**src/rtl/tomasulo_pkg.sv**
```systemverilog
// Shared types and constants for the mul/div reservation station and dispatcher.
package tomasulo_pkg;

  localparam int unsigned DEPTH = 3;
  localparam int unsigned DW    = 8;
  localparam int unsigned TW    = 3;
  localparam int unsigned FW    = 4;
  localparam int unsigned RW    = 4;
  localparam int unsigned IW    = 3;
  localparam int unsigned SW    = 2;
  localparam int unsigned CW    = 2;

  localparam logic [FW-1:0] FUNC_MUL = 4'b0010;
  localparam logic [FW-1:0] FUNC_DIV = 4'b0011;

  typedef enum logic [1:0] {FREE, WAIT, READY, EXEC} rs_state_t;

  // Operand slot 0 is rs1, slot 1 is rs2.
  typedef struct packed {
    logic [FW-1:0]          func;
    logic [RW-1:0]          rd;
    logic [TW-1:0]          rob;
    logic [1:0]             rdy;
    logic [1:0][TW-1:0]     tag;
    logic [1:0][DW-1:0]     data;
    rs_state_t              state;
  } rs_entry_t;

  typedef struct packed {
    logic [IW-1:0] index;
    logic [DW-1:0] rs1_data;
    logic [DW-1:0] rs2_data;
    logic [FW-1:0] func;
    logic [TW-1:0] rob;
    logic [RW-1:0] rd;
  } disp_payload_t;

  function automatic logic func_legal(input logic [FW-1:0] f);
    return (f == FUNC_MUL) || (f == FUNC_DIV);
  endfunction

endpackage

```
**src/rtl/mul_rs_age_select.sv**
```systemverilog
// Age matrix over RS slots plus an oldest-ready picker.
module mul_rs_age_select
  import tomasulo_pkg::*;
(
  input  logic             clk,
  input  logic             rst_n,
  input  logic             alloc_valid,
  input  logic [SW-1:0]    alloc_idx,
  input  logic             free_valid,
  input  logic [SW-1:0]    free_idx,
  input  logic [DEPTH-1:0] ready_mask,
  output logic             pick_valid_c,
  output logic [SW-1:0]    pick_idx_c
);

  // older_q[i][j] set means slot i was issued before slot j.
  logic [DEPTH-1:0][DEPTH-1:0] older_q;
  logic [DEPTH-1:0][DEPTH-1:0] older_d;
  logic [DEPTH-1:0]            pick_c;

  always_comb begin
    older_d = older_q;
    for (int i = 0; i < int'(DEPTH); i++) begin
      for (int j = 0; j < int'(DEPTH); j++) begin
        if (i == j) begin
          older_d[i][j] = 1'b0;
        end else if (free_valid && (SW'(i) == free_idx || SW'(j) == free_idx)) begin
          older_d[i][j] = 1'b0;
        end else if (alloc_valid && SW'(i) == alloc_idx) begin
          older_d[i][j] = 1'b0;
        end else if (alloc_valid && SW'(j) == alloc_idx) begin
          older_d[i][j] = 1'b1;
        end
      end
    end
  end

  always_ff @(posedge clk or negedge rst_n) begin
    if (!rst_n) older_q <= '0;
    else        older_q <= older_d;
  end

  // A ready slot wins if it is older than every other ready slot.
  always_comb begin
    pick_c = '0;
    for (int i = 0; i < int'(DEPTH); i++) begin
      pick_c[i] = ready_mask[i];
      for (int j = 0; j < int'(DEPTH); j++) begin
        if (j != i && ready_mask[j] && !older_q[i][j]) pick_c[i] = 1'b0;
      end
    end
    pick_valid_c = |pick_c;
    pick_idx_c   = '0;
    for (int i = 0; i < int'(DEPTH); i++) begin
      if (pick_c[i]) pick_idx_c = SW'(i);
    end
  end

endmodule

```
**src/rtl/mul_rs_dispatch.sv**
```systemverilog
// Mul/div reservation station: issue, CDB operand capture, oldest-ready dispatch
// to a non-pipelined exec unit, and completion-driven release.
module mul_rs_dispatch
  import tomasulo_pkg::*;
(
  input  logic          clk1,
  input  logic          rst_n,
  input  logic          iss_valid,
  output logic          iss_ready,
  input  logic [FW-1:0] iss_func,
  input  logic [RW-1:0] iss_rd,
  input  logic [TW-1:0] iss_rob,
  input  logic          iss_rs1_rdy,
  input  logic          iss_rs2_rdy,
  input  logic [DW-1:0] iss_rs1_data,
  input  logic [DW-1:0] iss_rs2_data,
  input  logic [TW-1:0] iss_rs1_tag,
  input  logic [TW-1:0] iss_rs2_tag,
  input  logic          cdb_valid,
  input  logic [TW-1:0] cdb_rob,
  input  logic [DW-1:0] cdb_data,
  input  logic          ex_ready,
  input  logic          ex_done,
  input  logic [IW-1:0] ex_done_index,
  output logic          disp_valid,
  output logic [IW-1:0] rs_index,
  output logic [DW-1:0] rs1_data,
  output logic [DW-1:0] rs2_data,
  output logic [FW-1:0] func,
  output logic [TW-1:0] rob_ind,
  output logic [RW-1:0] rd,
  output logic [CW-1:0] mul_count,
  output logic          err_func
);

  rs_entry_t [DEPTH-1:0] ent_q, ent_d;
  rs_entry_t             new_entry;
  rs_entry_t             sel_entry;
  disp_payload_t         pay_q, pay_d;
  logic                  disp_valid_d, inflight_q, inflight_d;
  logic [CW-1:0]         count_d;
  logic                  iss_ready_d, err_d;

  logic                  legal, accept, alloc_any, fire, done_ok;
  logic [SW-1:0]         alloc_slot, done_slot, pick_slot;
  logic [DEPTH-1:0]      ready_mask;
  logic                  pick_valid;

  assign legal     = func_legal(iss_func);
  assign accept    = iss_valid && iss_ready && alloc_any && legal;
  assign fire      = disp_valid && ex_ready;
  assign done_slot = ex_done_index[SW-1:0];

  // Lowest-index free slot, and validity of the completion index.
  always_comb begin
    alloc_any  = 1'b0;
    alloc_slot = '0;
    done_ok    = 1'b0;
    ready_mask = '0;
    sel_entry  = '0;
    for (int i = int'(DEPTH) - 1; i >= 0; i--) begin
      if (ent_q[i].state == FREE) begin
        alloc_any  = 1'b1;
        alloc_slot = SW'(i);
      end
    end
    for (int i = 0; i < int'(DEPTH); i++) begin
      if (ex_done && inflight_q && ex_done_index == IW'(i) && ent_q[i].state == EXEC)
        done_ok = 1'b1;
      ready_mask[i] = (ent_q[i].state == READY);
      if (pick_slot == SW'(i)) sel_entry = ent_q[i];
    end
  end

  // New entry, including same-cycle CDB bypass into a pending operand.
  always_comb begin
    new_entry         = '0;
    new_entry.func    = iss_func;
    new_entry.rd      = iss_rd;
    new_entry.rob     = iss_rob;
    new_entry.rdy     = {iss_rs2_rdy, iss_rs1_rdy};
    new_entry.tag[0]  = iss_rs1_tag;
    new_entry.tag[1]  = iss_rs2_tag;
    new_entry.data[0] = iss_rs1_data;
    new_entry.data[1] = iss_rs2_data;
    for (int k = 0; k < 2; k++) begin
      if (!new_entry.rdy[k] && cdb_valid && new_entry.tag[k] == cdb_rob) begin
        new_entry.rdy[k]  = 1'b1;
        new_entry.data[k] = cdb_data;
      end
    end
    new_entry.state = (&new_entry.rdy) ? READY : WAIT;
  end

  // Per-entry state machine.
  always_comb begin
    ent_d = ent_q;
    for (int i = 0; i < int'(DEPTH); i++) begin
      case (ent_q[i].state)
        FREE: if (accept && alloc_slot == SW'(i)) ent_d[i] = new_entry;
        WAIT: begin
          for (int k = 0; k < 2; k++) begin
            if (!ent_q[i].rdy[k] && cdb_valid && ent_q[i].tag[k] == cdb_rob) begin
              ent_d[i].rdy[k]  = 1'b1;
              ent_d[i].data[k] = cdb_data;
            end
          end
          if (&ent_d[i].rdy) ent_d[i].state = READY;
        end
        READY: if (fire && pay_q.index == IW'(i)) ent_d[i].state = EXEC;
        EXEC:  if (done_ok && done_slot == SW'(i)) ent_d[i] = '0;
        default: ent_d[i] = ent_q[i];
      endcase
    end
  end

  // Dispatch handshake, in-flight tracking, occupancy and error pulse.
  always_comb begin
    disp_valid_d = disp_valid;
    inflight_d   = inflight_q;
    pay_d        = pay_q;
    if (fire) begin
      disp_valid_d = 1'b0;
      inflight_d   = 1'b1;
    end else if (!disp_valid && !inflight_q && pick_valid) begin
      disp_valid_d   = 1'b1;
      pay_d.index    = IW'(pick_slot);
      pay_d.rs1_data = sel_entry.data[0];
      pay_d.rs2_data = sel_entry.data[1];
      pay_d.func     = sel_entry.func;
      pay_d.rob      = sel_entry.rob;
      pay_d.rd       = sel_entry.rd;
    end
    if (done_ok) inflight_d = 1'b0;

    case ({accept, done_ok})
      2'b10:   count_d = mul_count + CW'(1);
      2'b01:   count_d = mul_count - CW'(1);
      default: count_d = mul_count;
    endcase
    iss_ready_d = (count_d < CW'(DEPTH));
    err_d       = iss_valid && iss_ready && !legal;
  end

  always_ff @(posedge clk1 or negedge rst_n) begin
    if (!rst_n) begin
      ent_q      <= '0;
      disp_valid <= 1'b0;
      inflight_q <= 1'b0;
      pay_q      <= '0;
      mul_count  <= '0;
      iss_ready  <= 1'b1;
      err_func   <= 1'b0;
    end else begin
      ent_q      <= ent_d;
      disp_valid <= disp_valid_d;
      inflight_q <= inflight_d;
      pay_q      <= pay_d;
      mul_count  <= count_d;
      iss_ready  <= iss_ready_d;
      err_func   <= err_d;
    end
  end

  assign rs_index = pay_q.index;
  assign rs1_data = pay_q.rs1_data;
  assign rs2_data = pay_q.rs2_data;
  assign func     = pay_q.func;
  assign rob_ind  = pay_q.rob;
  assign rd       = pay_q.rd;

  mul_rs_age_select u_age (
    .clk          (clk1),
    .rst_n        (rst_n),
    .alloc_valid  (accept),
    .alloc_idx    (alloc_slot),
    .free_valid   (done_ok),
    .free_idx     (done_slot),
    .ready_mask   (ready_mask),
    .pick_valid_c (pick_valid),
    .pick_idx_c   (pick_slot)
  );

endmodule

```
**config.mk**
```make
export PLATFORM = sky130hd
export DESIGN_NAME = mul_rs_dispatch
export DESIGN_NICKNAME = d
export VERILOG_FILES = /design/src/rtl/tomasulo_pkg.sv /design/src/rtl/mul_rs_age_select.sv /design/src/rtl/mul_rs_dispatch.sv
export SDC_FILE = /design/constraint.sdc
export NUM_CORES = 1
export LEC_CHECK = 0
export CAP_MARGIN = 20
export CELL_PAD_IN_SITES_DETAIL_PLACEMENT = 2
export CELL_PAD_IN_SITES_GLOBAL_PLACEMENT = 2
export CORE_ASPECT_RATIO = 1.1
export CORE_MARGIN = 5
export CORE_UTILIZATION = 37
export DETAILED_ROUTE_END_ITERATION = 10
export GPL_TIMING_DRIVEN = 0
export PLACE_DENSITY = 0.9
export SLEW_MARGIN = 20
export SYNTH_ARGS = -nofsm -noshare
export SYNTH_HDL_FRONTEND = slang
export SYNTH_SLANG_ARGS = --single-unit
```
**constraint.sdc**
```tcl
create_clock -name clk1 -period 3.1 [get_ports clk1]
set_clock_uncertainty 0.15 [all_clocks]
set_input_delay 0.62 -clock clk1 [delete_from_list [all_inputs] [get_ports clk1]]
set_output_delay 0.62 -clock clk1 [all_outputs]
set_load 0.02 [all_outputs]
```
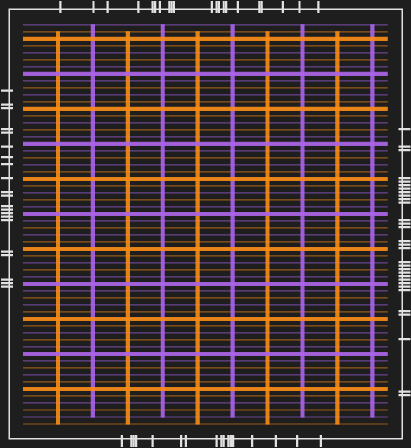
**Above:** floorplan with the power grid.
Pins as bars on the die edge.
[VDD] purple
[VSS] orange
met5 straps: 11
met1 rails: 58
rows: 57
met4 straps: 10
signal pins: 90

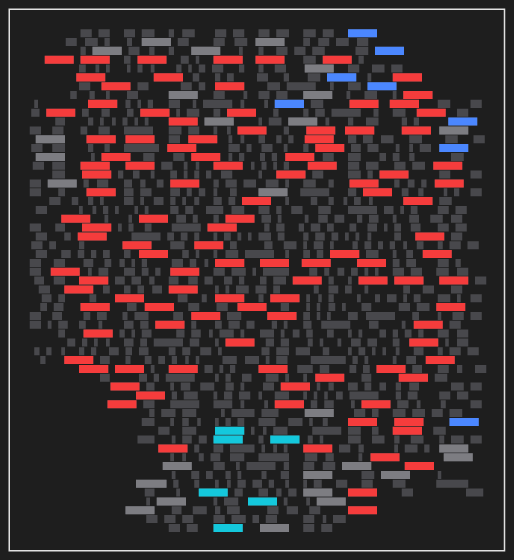
**Above:** where the registers sit.
[u_age.older_q] cyan | placed flops: 6 | where: bottom center
[rs2_data] blue | placed flops: 8 | where: upper right
[ent_q] red | placed flops: 111

==> results.txt <==
flow finished, numbers: top-count cell post-synth dfrtp_1, fraction of registers with async set or reset after synthesis 100%, Seq pwr share 27.2%, ys cells 803, WP depth 7, Sw Share 47.1%, dpl cell area 0.00947 mm2, worst hold slack 6.24 ps, met2 global-route usage 48.1%, share of cells above drive strength 1 17.2%, XOR/XNOR Area Share 2.88%, setup slack after layout 29.6 ps, GR Util met1 32.1%, post-placement worst setup slack -641 ps, first-pass GRT wire length 54400 um, FF-to-FF Start ent_q[37], worst vdd ir 0.614 mV, critical path data required time 3240 ps, pin count of the biggest net entering global routing 78, commonest cells after routing, fill and taps aside dfrtp_1 (151), clkdlybuf4s50_1 (84), nor2_1 (65), met2 wire len 18200 um, top routing layer in use met4, Die Width 152 um, Final Power 13.8 mW, status completed, Setup TNS Final 0 ps, fin crit period 3070 ps, largest register by flop count ent_q, final instance area 0.0102 mm2, I/O pins 90
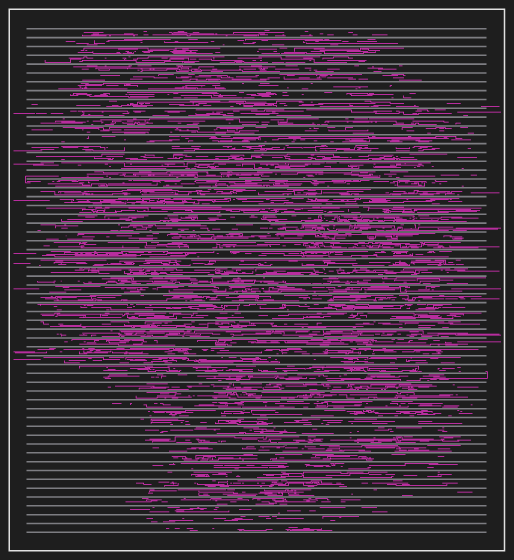
**Above:** M1 wires.
Supply wires on this layer in gray.
wire length on this layer: 13900 um
share of all routed wire: 38%
main direction: horizontal

==> what timing repair did <==
action | in CTS | in global routing
endpoints found under the setup margin | 62 | 69
pin swaps | 0 | 3
buffers inserted | 0 | 2
gates resized | 13 | 15
==> worst register-to-register path, stage by stage, from the launching register on <==
cell and delay (ps):
dfrtp_1 420, inv_1 90, ha_1 280, inv_1 240
o221ai_1 220, a311oi_4 640, clkbuf_2 460, mux2_2 400
==> cell type report <==
| type | instances | area, um2 |
|---|---|---|
| fillers | 2324 | 11800 |
| multi-input cells | 577 | 4150 |
| flip-flops and latches | 152 | 3800 |
| repair buffers | 88 | 898 |
| clock buffers | 20 | 437 |
| well taps | 295 | 369 |
| plain buffers | 53 | 278 |
| clock inverters | 12 | 140 |
| inverters | 21 | 78.8 |
No activity file was given, so power comes from the tool's default toggle rates.
